`config.mk`:
```
export PLATFORM = sky130hd
export DESIGN_NAME = bram_rr_arbiter_flat
export DESIGN_NICKNAME = d
export VERILOG_FILES = /design/src/rtl/bram_rr_arbiter_if.sv /design/src/rtl/bram_rr_arbiter.sv /design/src/flat_wrapper.sv
export SDC_FILE = /design/constraint.sdc
export NUM_CORES = 1
export LEC_CHECK = 0
export ABC_CLOCK_PERIOD_IN_PS = 1640
export CORE_AREA = 2 2 74 76
export CTS_CLUSTER_SIZE = 16
export DETAILED_ROUTE_END_ITERATION = 7
export DIE_AREA = 0 0 76 78
export GPL_TIMING_DRIVEN = 0
export PLACE_DENSITY_LB_ADDON = 0.25
export SKIP_CTS_REPAIR_TIMING = 1
export SLEW_MARGIN = 15
export SYNTH_ARGS = -nofsm -noshare
export SYNTH_HDL_FRONTEND = slang
export SYNTH_SLANG_ARGS = --single-unit
```
`constraint.sdc`:
```
create_clock -name clk -period 1.64 [get_ports clk]
set_input_delay 0.164 -clock clk [delete_from_list [all_inputs] [get_ports clk]]
set_output_delay 0.164 -clock clk [all_outputs]
set_load 0.05 [all_outputs]
```
`src/rtl/bram_rr_arbiter_if.sv`:
```
// Requester-side handshake for bram_rr_arbiter: one read or one write per cycle,
// held until granted, with read data returned on rvalid one cycle after the grant.
interface bram_rr_arbiter_if #(
  parameter int unsigned ADDR_W = 17,
  parameter int unsigned DATA_W = 16
);
  logic              req;
  logic              we;
  logic [ADDR_W-1:0] addr;
  logic [DATA_W-1:0] wdata;
  logic              gnt;
  logic              rvalid;
  logic [DATA_W-1:0] rdata;

  modport master (output req, we, addr, wdata, input gnt, rvalid, rdata);
  modport slave  (input req, we, addr, wdata, output gnt, rvalid, rdata);
endinterface

```
`src/rtl/bram_rr_arbiter.sv`:
```
// Shares one simple-dual-port BRAM between requesters A and B with independent read/write
// round-robin. Defining BRAM_ARB_CLEAR_EN adds a zero-fill sweep of every word after reset.
module bram_rr_arbiter #(
  parameter int unsigned ADDR_W = 17,
  parameter int unsigned DATA_W = 16,
  parameter int unsigned DEPTH  = 131072
) (
  input  logic              clk,
  input  logic              reset,
  bram_rr_arbiter_if.slave  a,
  bram_rr_arbiter_if.slave  b,
  output logic [ADDR_W-1:0] mem_raddr,
  output logic [ADDR_W-1:0] mem_waddr,
  output logic [DATA_W-1:0] mem_din,
  output logic              mem_we,
  input  logic [DATA_W-1:0] mem_dout,
  output logic              clear_busy
);

  logic              run_c;
  logic              clearing_c;
  logic              a_rd_c, a_wr_c, b_rd_c, b_wr_c;
  logic              rd_ptr_q, wr_ptr_q;     // 1 = B wins the next contested grant
  logic              rd_win_b_c, wr_win_b_c;
  logic              rd_gnt_c, wr_gnt_c;
  logic [ADDR_W-1:0] wr_addr_c;
  logic [ADDR_W-1:0] clr_addr_c;
  logic [DATA_W-1:0] wr_data_c;
  logic              rd_vld_q, rd_own_q, rd_oor_q;
  logic              a_rv_c, b_rv_c;

  function automatic logic in_range(input logic [ADDR_W-1:0] addr);
    return 64'(addr) < 64'(DEPTH);
  endfunction

`ifdef BRAM_ARB_CLEAR_EN
  localparam int unsigned CNT_W = (DEPTH > 1) ? $clog2(DEPTH) : 1;
  localparam logic [CNT_W-1:0] CNT_LAST = CNT_W'(DEPTH - 1);

  typedef enum logic [0:0] {ST_RUN = 1'b0, ST_CLEAR = 1'b1} state_t;

  state_t           state_q, state_d;
  logic [CNT_W-1:0] cnt_q;

  always_ff @(posedge clk or negedge reset) begin
    if (!reset) state_q <= ST_CLEAR;
    else        state_q <= state_d;
  end

  always_comb begin
    state_d = state_q;
    case (state_q)
      ST_CLEAR: if (cnt_q == CNT_LAST) state_d = ST_RUN;
      default:  state_d = ST_RUN;
    endcase
  end

  // Sweep address; a reset mid-sweep restarts it from word 0
  always_ff @(posedge clk or negedge reset) begin
    if (!reset)                   cnt_q <= '0;
    else if (state_q == ST_CLEAR) cnt_q <= cnt_q + CNT_W'(1);
  end

  always_comb begin
    clearing_c = (state_q == ST_CLEAR);
    clear_busy = clearing_c;
    clr_addr_c = ADDR_W'(cnt_q);
  end
`else
  always_comb begin
    clearing_c = 1'b0;
    clear_busy = 1'b0;
    clr_addr_c = '0;
  end
`endif

  // Request decode and per-port winner selection
  always_comb begin
    run_c      = reset & ~clearing_c;
    a_rd_c     = a.req & ~a.we;
    a_wr_c     = a.req &  a.we;
    b_rd_c     = b.req & ~b.we;
    b_wr_c     = b.req &  b.we;
    rd_win_b_c = b_rd_c & (~a_rd_c | rd_ptr_q);
    wr_win_b_c = b_wr_c & (~a_wr_c | wr_ptr_q);
    rd_gnt_c   = run_c & (a_rd_c | b_rd_c);
    wr_gnt_c   = run_c & (a_wr_c | b_wr_c);
  end

  always_comb begin
    a.gnt = run_c & ((a_rd_c & ~rd_win_b_c) | (a_wr_c & ~wr_win_b_c));
    b.gnt = run_c & ((b_rd_c &  rd_win_b_c) | (b_wr_c &  wr_win_b_c));
  end

  // Out-of-range writes are granted but never reach the memory
  always_comb begin
    mem_raddr = rd_win_b_c ? b.addr  : a.addr;
    wr_addr_c = wr_win_b_c ? b.addr  : a.addr;
    wr_data_c = wr_win_b_c ? b.wdata : a.wdata;
    mem_waddr = wr_addr_c;
    mem_din   = wr_data_c;
    mem_we    = wr_gnt_c & in_range(wr_addr_c);
    if (clearing_c) begin
      mem_waddr = clr_addr_c;
      mem_din   = '0;
      mem_we    = reset;
    end
  end

  // Pointer hands priority to the loser only when both contend for the port
  always_ff @(posedge clk or negedge reset) begin
    if (!reset) begin
      rd_ptr_q <= 1'b0;
      wr_ptr_q <= 1'b0;
    end else if (run_c) begin
      if (a_rd_c & b_rd_c) rd_ptr_q <= ~rd_ptr_q;
      if (a_wr_c & b_wr_c) wr_ptr_q <= ~wr_ptr_q;
    end
  end

  // Tag travels alongside the BRAM's one-cycle read
  always_ff @(posedge clk or negedge reset) begin
    if (!reset) begin
      rd_vld_q <= 1'b0;
      rd_own_q <= 1'b0;
      rd_oor_q <= 1'b0;
    end else begin
      rd_vld_q <= rd_gnt_c;
      rd_own_q <= rd_win_b_c;
      rd_oor_q <= ~in_range(mem_raddr);
    end
  end

  always_comb begin
    a_rv_c   = rd_vld_q & ~rd_own_q;
    b_rv_c   = rd_vld_q &  rd_own_q;
    a.rvalid = a_rv_c;
    b.rvalid = b_rv_c;
    a.rdata  = (a_rv_c & ~rd_oor_q) ? mem_dout : '0;
    b.rdata  = (b_rv_c & ~rd_oor_q) ? mem_dout : '0;
  end

endmodule

```
`src/flat_wrapper.sv`:
```
// flat-port wrapper written by rule: the top's interface ports become plain ports
module bram_rr_arbiter_flat 
#(
  parameter int unsigned ADDR_W = 17,
  parameter int unsigned DATA_W = 16,
  parameter int unsigned DEPTH  = 131072
)
  (clk, reset, mem_raddr, mem_waddr, mem_din, mem_we, mem_dout, clear_busy, a_req, a_we, a_addr, a_wdata, a_gnt, a_rvalid, a_rdata, b_req, b_we, b_addr, b_wdata, b_gnt, b_rvalid, b_rdata);
  bram_rr_arbiter_if #(.ADDR_W(ADDR_W), .DATA_W(DATA_W)) a_i ();
  bram_rr_arbiter_if #(.ADDR_W(ADDR_W), .DATA_W(DATA_W)) b_i ();
  input  logic clk;
  input  logic reset;
  output logic [ADDR_W-1:0] mem_raddr;
  output logic [ADDR_W-1:0] mem_waddr;
  output logic [DATA_W-1:0] mem_din;
  output logic mem_we;
  input  logic [DATA_W-1:0] mem_dout;
  output logic clear_busy;
  input wire logic [$bits(a_i.req)-1:0] a_req;
  input wire logic [$bits(a_i.we)-1:0] a_we;
  input wire logic [$bits(a_i.addr)-1:0] a_addr;
  input wire logic [$bits(a_i.wdata)-1:0] a_wdata;
  output wire logic [$bits(a_i.gnt)-1:0] a_gnt;
  output wire logic [$bits(a_i.rvalid)-1:0] a_rvalid;
  output wire logic [$bits(a_i.rdata)-1:0] a_rdata;
  input wire logic [$bits(b_i.req)-1:0] b_req;
  input wire logic [$bits(b_i.we)-1:0] b_we;
  input wire logic [$bits(b_i.addr)-1:0] b_addr;
  input wire logic [$bits(b_i.wdata)-1:0] b_wdata;
  output wire logic [$bits(b_i.gnt)-1:0] b_gnt;
  output wire logic [$bits(b_i.rvalid)-1:0] b_rvalid;
  output wire logic [$bits(b_i.rdata)-1:0] b_rdata;
  assign a_i.req = a_req;
  assign a_i.we = a_we;
  assign a_i.addr = a_addr;
  assign a_i.wdata = a_wdata;
  assign a_gnt = a_i.gnt;
  assign a_rvalid = a_i.rvalid;
  assign a_rdata = a_i.rdata;
  assign b_i.req = b_req;
  assign b_i.we = b_we;
  assign b_i.addr = b_addr;
  assign b_i.wdata = b_wdata;
  assign b_gnt = b_i.gnt;
  assign b_rvalid = b_i.rvalid;
  assign b_rdata = b_i.rdata;
  bram_rr_arbiter #(.ADDR_W(ADDR_W), .DATA_W(DATA_W), .DEPTH(DEPTH)) u_core (.clk(clk), .reset(reset), .a(a_i), .b(b_i), .mem_raddr(mem_raddr), .mem_waddr(mem_waddr), .mem_din(mem_din), .mem_we(mem_we), .mem_dout(mem_dout), .clear_busy(clear_busy));
endmodule
```
run_1/clock_nets.png
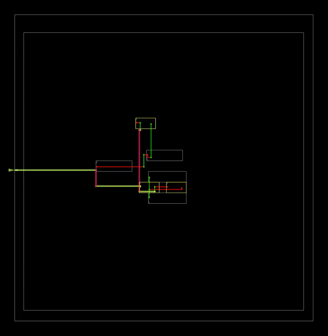
clock buf count: 3
# clock sinks: 4
power in the clock group: 206 uW
clock latency on the worst-skew pair: 0.22 ns

run_1/m1.png
Supply wires on this layer in grey.
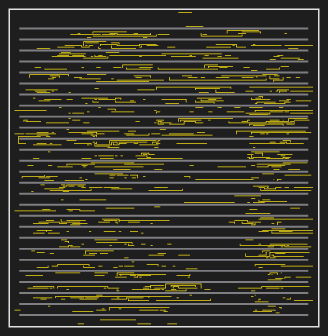
332 nets have wire on it. The wires run mostly horizontal. The layer holds 34% of the routed length. The layer carries 1980 um of wire.
routed via count: 1689
Routed WL: 5770 um

run_1/closeup.png
Bar = 10 um. Region (23, 24) to (53, 54) um. Cells in grey, sequential cells in the stronger grey; small squares are vias.
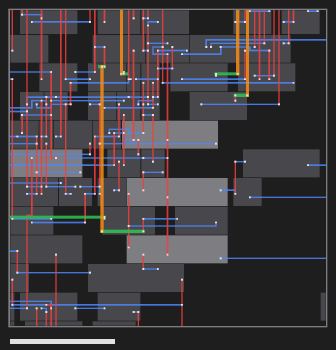
Green is M3. Orange is M4. Blue is M1. Red is M2.
Sequential cells in the window: 4. Most frequent: clkdlybuf4s50_1 (5), buf_8 (4), buf_4 (4). 44 logic cells have their middle in the window.

==> CHANGELOG.md, run 1 <==
## Implementation

- Status: finished, violations left
- Failing checks: negative setup slack
- Via/cell ratio: 4.38
- NetSw: 831 uW
- Cells after Synth: 117
- Final hold vios: 0
- Worst R2R Path Depth: 3
- Final Cycle Share: 112%
- Yosys chip area: 0.00115 mm^2
- Post-synth top flop: dfrtp_1
- Final Setup Violations: 46
- FA/HA/MAJ Cells, Area Fraction: 0%
- Top Metal Used: met4
- Flop pwr share: 8.8%
- Setup slack, reg-to-reg: 0.52 ns
- FP Core Util: 22.9%
- Num CTS Buffers: 3
- Utilization after layout: 67.7%
- Critical path class: flop to primary output
- Final worst slack: -0.194 ns
- Htree depth: 1
- Die area: 0.00593 mm^2
- Non-clk bufs: 205
- Post-synth regs: 4
- Sequential Area: 103 um^2
- Setup TNS: -4.44 ns
- Placer Congestion: 0.713
- Layout Skew: 0.00344 ns
- Dpl cells: 361
- Crit path top cell by count: buf_6
- Peak VDD IR: 0.394 mV
- M1 GR Usage: 15.6%
- Top cell excl fill/tap: clkdlybuf4s50_1
- GR peak layer: met2
- Distinct cells, synth: 23
- Comb area share: 31.2%
- Cell Area, Synth: 0.00115 mm^2
- EDFF count, synth: 0
- CTS tree: done
- Yosys aoi share: 4.89%
- Flip-flops: 4
## Run 2: what changed since run 1
- MAX_ROUTING_LAYER: unset -> met4
run_2/layers.png
Two of the layers only.
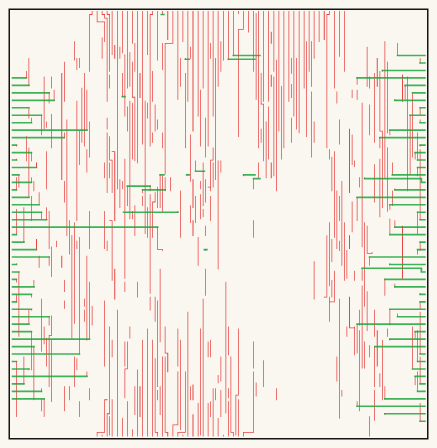
Red is M2, wire length 3050 um. Green is M3, wire length 491 um.
Routed WL: 5740 um
Total GRT Usage: 15.3%
DR WL/cell: 14.9 um

run_2/clock_nets.png
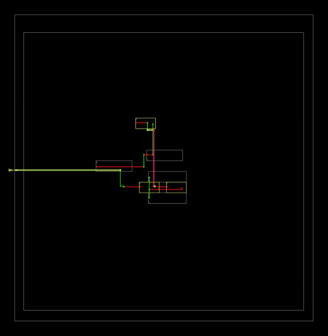
power in the clock group: 205 uW
flip-flops: 4
Layout Skew: 0.00327 ns

==> run 2 against run 1 <==
Net effect:
- the flow still finishes with violations (negative setup slack)
- final area down 0.44%
- total power shrank 0.43%
- worst setup slack worse by 0.00088 ns
- maximum frequency about the same
- highest routed layer unchanged
- critical endpoint unchanged
- register-to-register slack barely moved
- clock skew about the same
- die size is the same
- synthesized cell count did not move
- critical path depth did not move
- largest power group unchanged
- routed wire length fell by 0.43%
==> CHANGELOG.md, run 2 <==
## Implementation

- Final hold vios: 0
- Via/cell ratio: 4.40
- Distinct cells, synth: 23
- CTS tree: done
- Setup slack, reg-to-reg: 0.52 ns
- Dpl cells: 361
- Critical path class: flop to primary output
- Clock latency on the worst-skew pair: 0.22 ns
- Top Metal Used: met4
- Yosys aoi share: 4.89%
- Routed via count: 1697
- Non-clk bufs: 205
- Clock buf count: 3
- Sequential Area: 103 um^2
- Peak VDD IR: 0.361 mV
- NetSw: 829 uW
- Worst R2R Path Depth: 3
- Top cell excl fill/tap: clkdlybuf4s50_1
- M1 GR Usage: 16.7%
- FA/HA/MAJ Cells, Area Fraction: 0%
- FP Core Util: 22.9%
- EDFF count, synth: 0
- Cell Area, Synth: 0.00115 mm^2
- Setup TNS: -4.54 ns
- Utilization after layout: 67.4%
- Flop pwr share: 8.9%
- Final worst slack: -0.195 ns
- Post-synth regs: 4
- Placer Congestion: 0.721
- Final Setup Violations: 47
- Num CTS Buffers: 3
- Status: finished, violations left
- Failing checks: negative setup slack
No activity file was given, so power comes from the tool's default toggle rates.
